**Cell classes on the final placement**

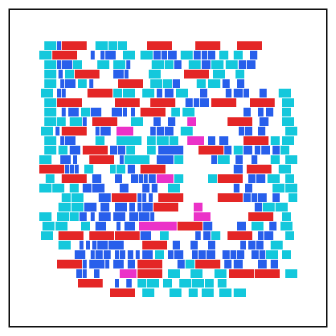
**I/O pins on the die edge**

Pins as bars across the die edge, other pins in gray.
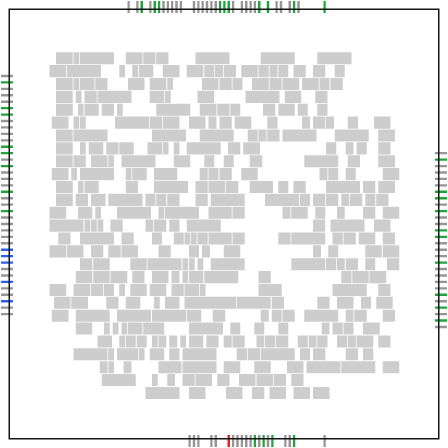
[src/rtl/regfile_wr_ctrl_if.sv]
// Write-port bundle between the writeback requesters, the write controller and the
// register file. master = requester/register-file side, slave = the controller.
interface regfile_wr_ctrl_if #(
    parameter int unsigned ADDR_W = 5,
    parameter int unsigned DATA_W = 32
);
    logic              req0_valid;
    logic [ADDR_W-1:0] req0_addr;
    logic [DATA_W-1:0] req0_data;
    logic              req0_ready;

    logic              req1_valid;
    logic [ADDR_W-1:0] req1_addr;
    logic [DATA_W-1:0] req1_data;
    logic              req1_ready;

    logic              rf_we;
    logic [ADDR_W-1:0] rf_a3;
    logic [DATA_W-1:0] rf_wd3;
    logic              init_done;

    modport master (
        output req0_valid, req0_addr, req0_data,
        output req1_valid, req1_addr, req1_data,
        input  req0_ready, req1_ready,
        input  rf_we, rf_a3, rf_wd3, init_done
    );

    modport slave (
        input  req0_valid, req0_addr, req0_data,
        input  req1_valid, req1_addr, req1_data,
        output req0_ready, req1_ready,
        output rf_we, rf_a3, rf_wd3, init_done
    );
endinterface

[src/rtl/regfile_wr_ctrl.sv]
// Register-file write-port owner: zero-fills x1..x(NUM_REGS-1) after reset, then
// round-robin arbitrates two writeback requesters onto the single registered write port.
module regfile_wr_ctrl #(
    parameter int unsigned ADDR_W         = 5,
    parameter int unsigned DATA_W         = 32,
    parameter int unsigned NUM_REGS       = 32,
    parameter bit          CLEAR_ON_RESET = 1'b1
) (
    input logic              clk,
    input logic              rst,
    regfile_wr_ctrl_if.slave bus
);

    localparam logic [ADDR_W-1:0] LastReg = ADDR_W'(NUM_REGS - 1);

    typedef enum logic [0:0] {StInit, StRun} state_e;

    state_e            state_q;
    logic [ADDR_W-1:0] cnt_q;
    logic              last_grant_q;
    logic              rf_we_q;
    logic [ADDR_W-1:0] rf_a3_q;
    logic [DATA_W-1:0] rf_wd3_q;
    logic              init_done_q;

    logic              grant0;
    logic              grant1;

    // Grant is combinational so a lone requester is accepted in the cycle it asks.
    always_comb begin
        grant0 = 1'b0;
        grant1 = 1'b0;
        if (!rst && state_q == StRun) begin
            if (bus.req0_valid && bus.req1_valid) begin
                grant0 = last_grant_q;
                grant1 = !last_grant_q;
            end else begin
                grant0 = bus.req0_valid;
                grant1 = bus.req1_valid;
            end
        end
    end

    always_ff @(posedge clk) begin
        if (rst) begin
            state_q      <= CLEAR_ON_RESET ? StInit : StRun;
            cnt_q        <= ADDR_W'(1);
            last_grant_q <= 1'b1;
            rf_we_q      <= 1'b0;
            rf_a3_q      <= '0;
            rf_wd3_q     <= '0;
            init_done_q  <= 1'b0;
        end else begin
            unique case (state_q)
                StInit: begin
                    rf_we_q  <= 1'b1;
                    rf_a3_q  <= cnt_q;
                    rf_wd3_q <= '0;
                    // Leave before incrementing so cnt never wraps.
                    if (cnt_q == LastReg) begin
                        state_q     <= StRun;
                        init_done_q <= 1'b1;
                    end else begin
                        cnt_q <= cnt_q + ADDR_W'(1);
                    end
                end
                StRun: begin
                    init_done_q <= 1'b1;
                    if (grant0) begin
                        rf_we_q      <= (bus.req0_addr != '0);
                        rf_a3_q      <= bus.req0_addr;
                        rf_wd3_q     <= bus.req0_data;
                        last_grant_q <= 1'b0;
                    end else if (grant1) begin
                        rf_we_q      <= (bus.req1_addr != '0);
                        rf_a3_q      <= bus.req1_addr;
                        rf_wd3_q     <= bus.req1_data;
                        last_grant_q <= 1'b1;
                    end else begin
                        rf_we_q <= 1'b0;
                    end
                end
            endcase
        end
    end

    assign bus.req0_ready = grant0;
    assign bus.req1_ready = grant1;
    assign bus.rf_we      = rf_we_q;
    assign bus.rf_a3      = rf_a3_q;
    assign bus.rf_wd3     = rf_wd3_q;
    assign bus.init_done  = init_done_q;

endmodule

[src/flat_wrapper.sv]
// flat-port wrapper written by rule: the top's interface ports become plain ports
module regfile_wr_ctrl_flat 
#(
    parameter int unsigned ADDR_W         = 5,
    parameter int unsigned DATA_W         = 32,
    parameter int unsigned NUM_REGS       = 32,
    parameter bit          CLEAR_ON_RESET = 1'b1
)
  (clk, rst, bus_req0_valid, bus_req0_addr, bus_req0_data, bus_req1_valid, bus_req1_addr, bus_req1_data, bus_req0_ready, bus_req1_ready, bus_rf_we, bus_rf_a3, bus_rf_wd3, bus_init_done);
  regfile_wr_ctrl_if #(.ADDR_W(ADDR_W), .DATA_W(DATA_W)) bus_i ();
  input logic clk;
  input logic rst;
  input wire logic [$bits(bus_i.req0_valid)-1:0] bus_req0_valid;
  input wire logic [$bits(bus_i.req0_addr)-1:0] bus_req0_addr;
  input wire logic [$bits(bus_i.req0_data)-1:0] bus_req0_data;
  input wire logic [$bits(bus_i.req1_valid)-1:0] bus_req1_valid;
  input wire logic [$bits(bus_i.req1_addr)-1:0] bus_req1_addr;
  input wire logic [$bits(bus_i.req1_data)-1:0] bus_req1_data;
  output wire logic [$bits(bus_i.req0_ready)-1:0] bus_req0_ready;
  output wire logic [$bits(bus_i.req1_ready)-1:0] bus_req1_ready;
  output wire logic [$bits(bus_i.rf_we)-1:0] bus_rf_we;
  output wire logic [$bits(bus_i.rf_a3)-1:0] bus_rf_a3;
  output wire logic [$bits(bus_i.rf_wd3)-1:0] bus_rf_wd3;
  output wire logic [$bits(bus_i.init_done)-1:0] bus_init_done;
  assign bus_i.req0_valid = bus_req0_valid;
  assign bus_i.req0_addr = bus_req0_addr;
  assign bus_i.req0_data = bus_req0_data;
  assign bus_i.req1_valid = bus_req1_valid;
  assign bus_i.req1_addr = bus_req1_addr;
  assign bus_i.req1_data = bus_req1_data;
  assign bus_req0_ready = bus_i.req0_ready;
  assign bus_req1_ready = bus_i.req1_ready;
  assign bus_rf_we = bus_i.rf_we;
  assign bus_rf_a3 = bus_i.rf_a3;
  assign bus_rf_wd3 = bus_i.rf_wd3;
  assign bus_init_done = bus_i.init_done;
  regfile_wr_ctrl #(.ADDR_W(ADDR_W), .DATA_W(DATA_W), .NUM_REGS(NUM_REGS), .CLEAR_ON_RESET(CLEAR_ON_RESET)) u_core (.clk(clk), .rst(rst), .bus(bus_i));
endmodule
[config.mk]
export PLATFORM = sky130hd
export DESIGN_NAME = regfile_wr_ctrl_flat
export DESIGN_NICKNAME = d
export VERILOG_FILES = /design/src/rtl/regfile_wr_ctrl_if.sv /design/src/rtl/regfile_wr_ctrl.sv /design/src/flat_wrapper.sv
export SDC_FILE = /design/constraint.sdc
export NUM_CORES = 1
export LEC_CHECK = 0
export ABC_CLOCK_PERIOD_IN_PS = 2200
export CORE_MARGIN = 8
export CORE_UTILIZATION = 39
export DETAILED_ROUTE_END_ITERATION = 8
export PLACE_DENSITY = 0.81
export SLEW_MARGIN = 0
export SYNTH_ARGS = -nofsm -noshare
export SYNTH_HDL_FRONTEND = slang
export SYNTH_SLANG_ARGS = --single-unit
[constraint.sdc]
create_clock -name clk -period 2.2 [get_ports clk]
set_input_delay 0.44 -clock clk [delete_from_list [all_inputs] [get_ports clk]]
set_output_delay 0.44 -clock clk [all_outputs]
set_load 0.1 [all_outputs]
==> CHANGELOG.md <==
### Physical design

* Status: completed
* H-tree depth at 2
* Antenna-violating nets left at 0
* Slew at the pin with the worst max-slew slack at 0.383 ns
* Crit Path Category: primary input to output pin
* CP endpoint: bus_req1_ready
* Area grow syn2layout at 58.5%
* Busiest grt layer: met2
* CTS tree: yes
* Max FFs per register at 32
* Endpoints failing setup at 0
* Final Util at 63.0%
* Dominant comb cell: simple AND/OR/NAND/NOR gates
* Crit path DAT at 1.61 ns
* RR Endpoint: u_core.cnt_q[3]
* Max Slew Vio Count at 0
* Area leader share at 42.6%
* Reg2Reg Depth at 7
* Resized Gates After CTS at 0
* Most Frequent Cell on Critical Path: nand2_1
* Floorplan Nets at 329
* Comb. cell area at 0.00112 mm^2
* Grt met1 use at 19.9%
* Initial antenna violation count at 0
* Pin count of the biggest net entering global routing at 35
* Total cells reported by yosys after synthesis at 249
* Hold Path Origin: u_core.bus.init_done
* Levels on crit path at 5
* Signal buffers share of area at 34.5%
* Final-layout clock-cell area share at 3.32%
* MUX area fraction at 1.39%
* RR Startpoint: u_core.cnt_q[0]
* CTS Hold Bufs at 0
* Syn Area/Cell at 8.68 um^2
* Met3 GRT Util at 7.56%
* Tot GR Track Use at 17.4%
* RePlAce Congestion at 0.784
* RSZ-0062 raised after global routing: no
* M1 WL at 3070 um
## Picture notes: 'cell classes on the final placement'
magenta -> clock drivers and dummy loads  # cells 8, share of their area 3.4%
cyan -> other buffers and delay cells  # cells 129, share of their area 35%
blue -> combinational and other logic  # cells 179, share of their area 34%
red -> flops  # cells 46, share of their area 28%

## Picture notes: 'I/O pins on the die edge'
green -> bus_rf_wd3  # pins 32, direction output, edge 10 right, 10 top, 8 left, 4 bottom
red -> bus_req0_valid  # pins 1, direction input, edge bottom
blue -> bus_req1_addr  # pins 5, direction input, edge left

power by group through the flow:
stage	combinational (mW)	clock, mW	sequential, mW
floorplan	0.103	0	0.915
global placement	0.319	0	0.876
detailed placement	0.322	0	0.875
CTS	0.324	0.665	0.856
global route	0.348	0.698	0.858
finish	0.323	0.640	0.856
synth_stat cells (all sizes together):
library cell / instances
a2111oi: 3
a211oi: 21
a21oi: 4
a22o: 1
a311oi: 2
a31oi: 1
a32oi: 2
and2: 1
and3: 1
buf: 13
clkbuf: 11
dfxtp: 46
ha: 2
mux2i: 3
nand2: 8
nand2b: 3
nand4: 1
nor2: 37
nor2b: 22
nor3: 22
nor3b: 3
nor4b: 1
o211ai: 1
o21ai: 2
o221ai: 11
o22ai: 21
or2: 2
or4: 1
xnor2: 1
xor2: 2
No activity file was given, so power comes from the tool's default toggle rates.
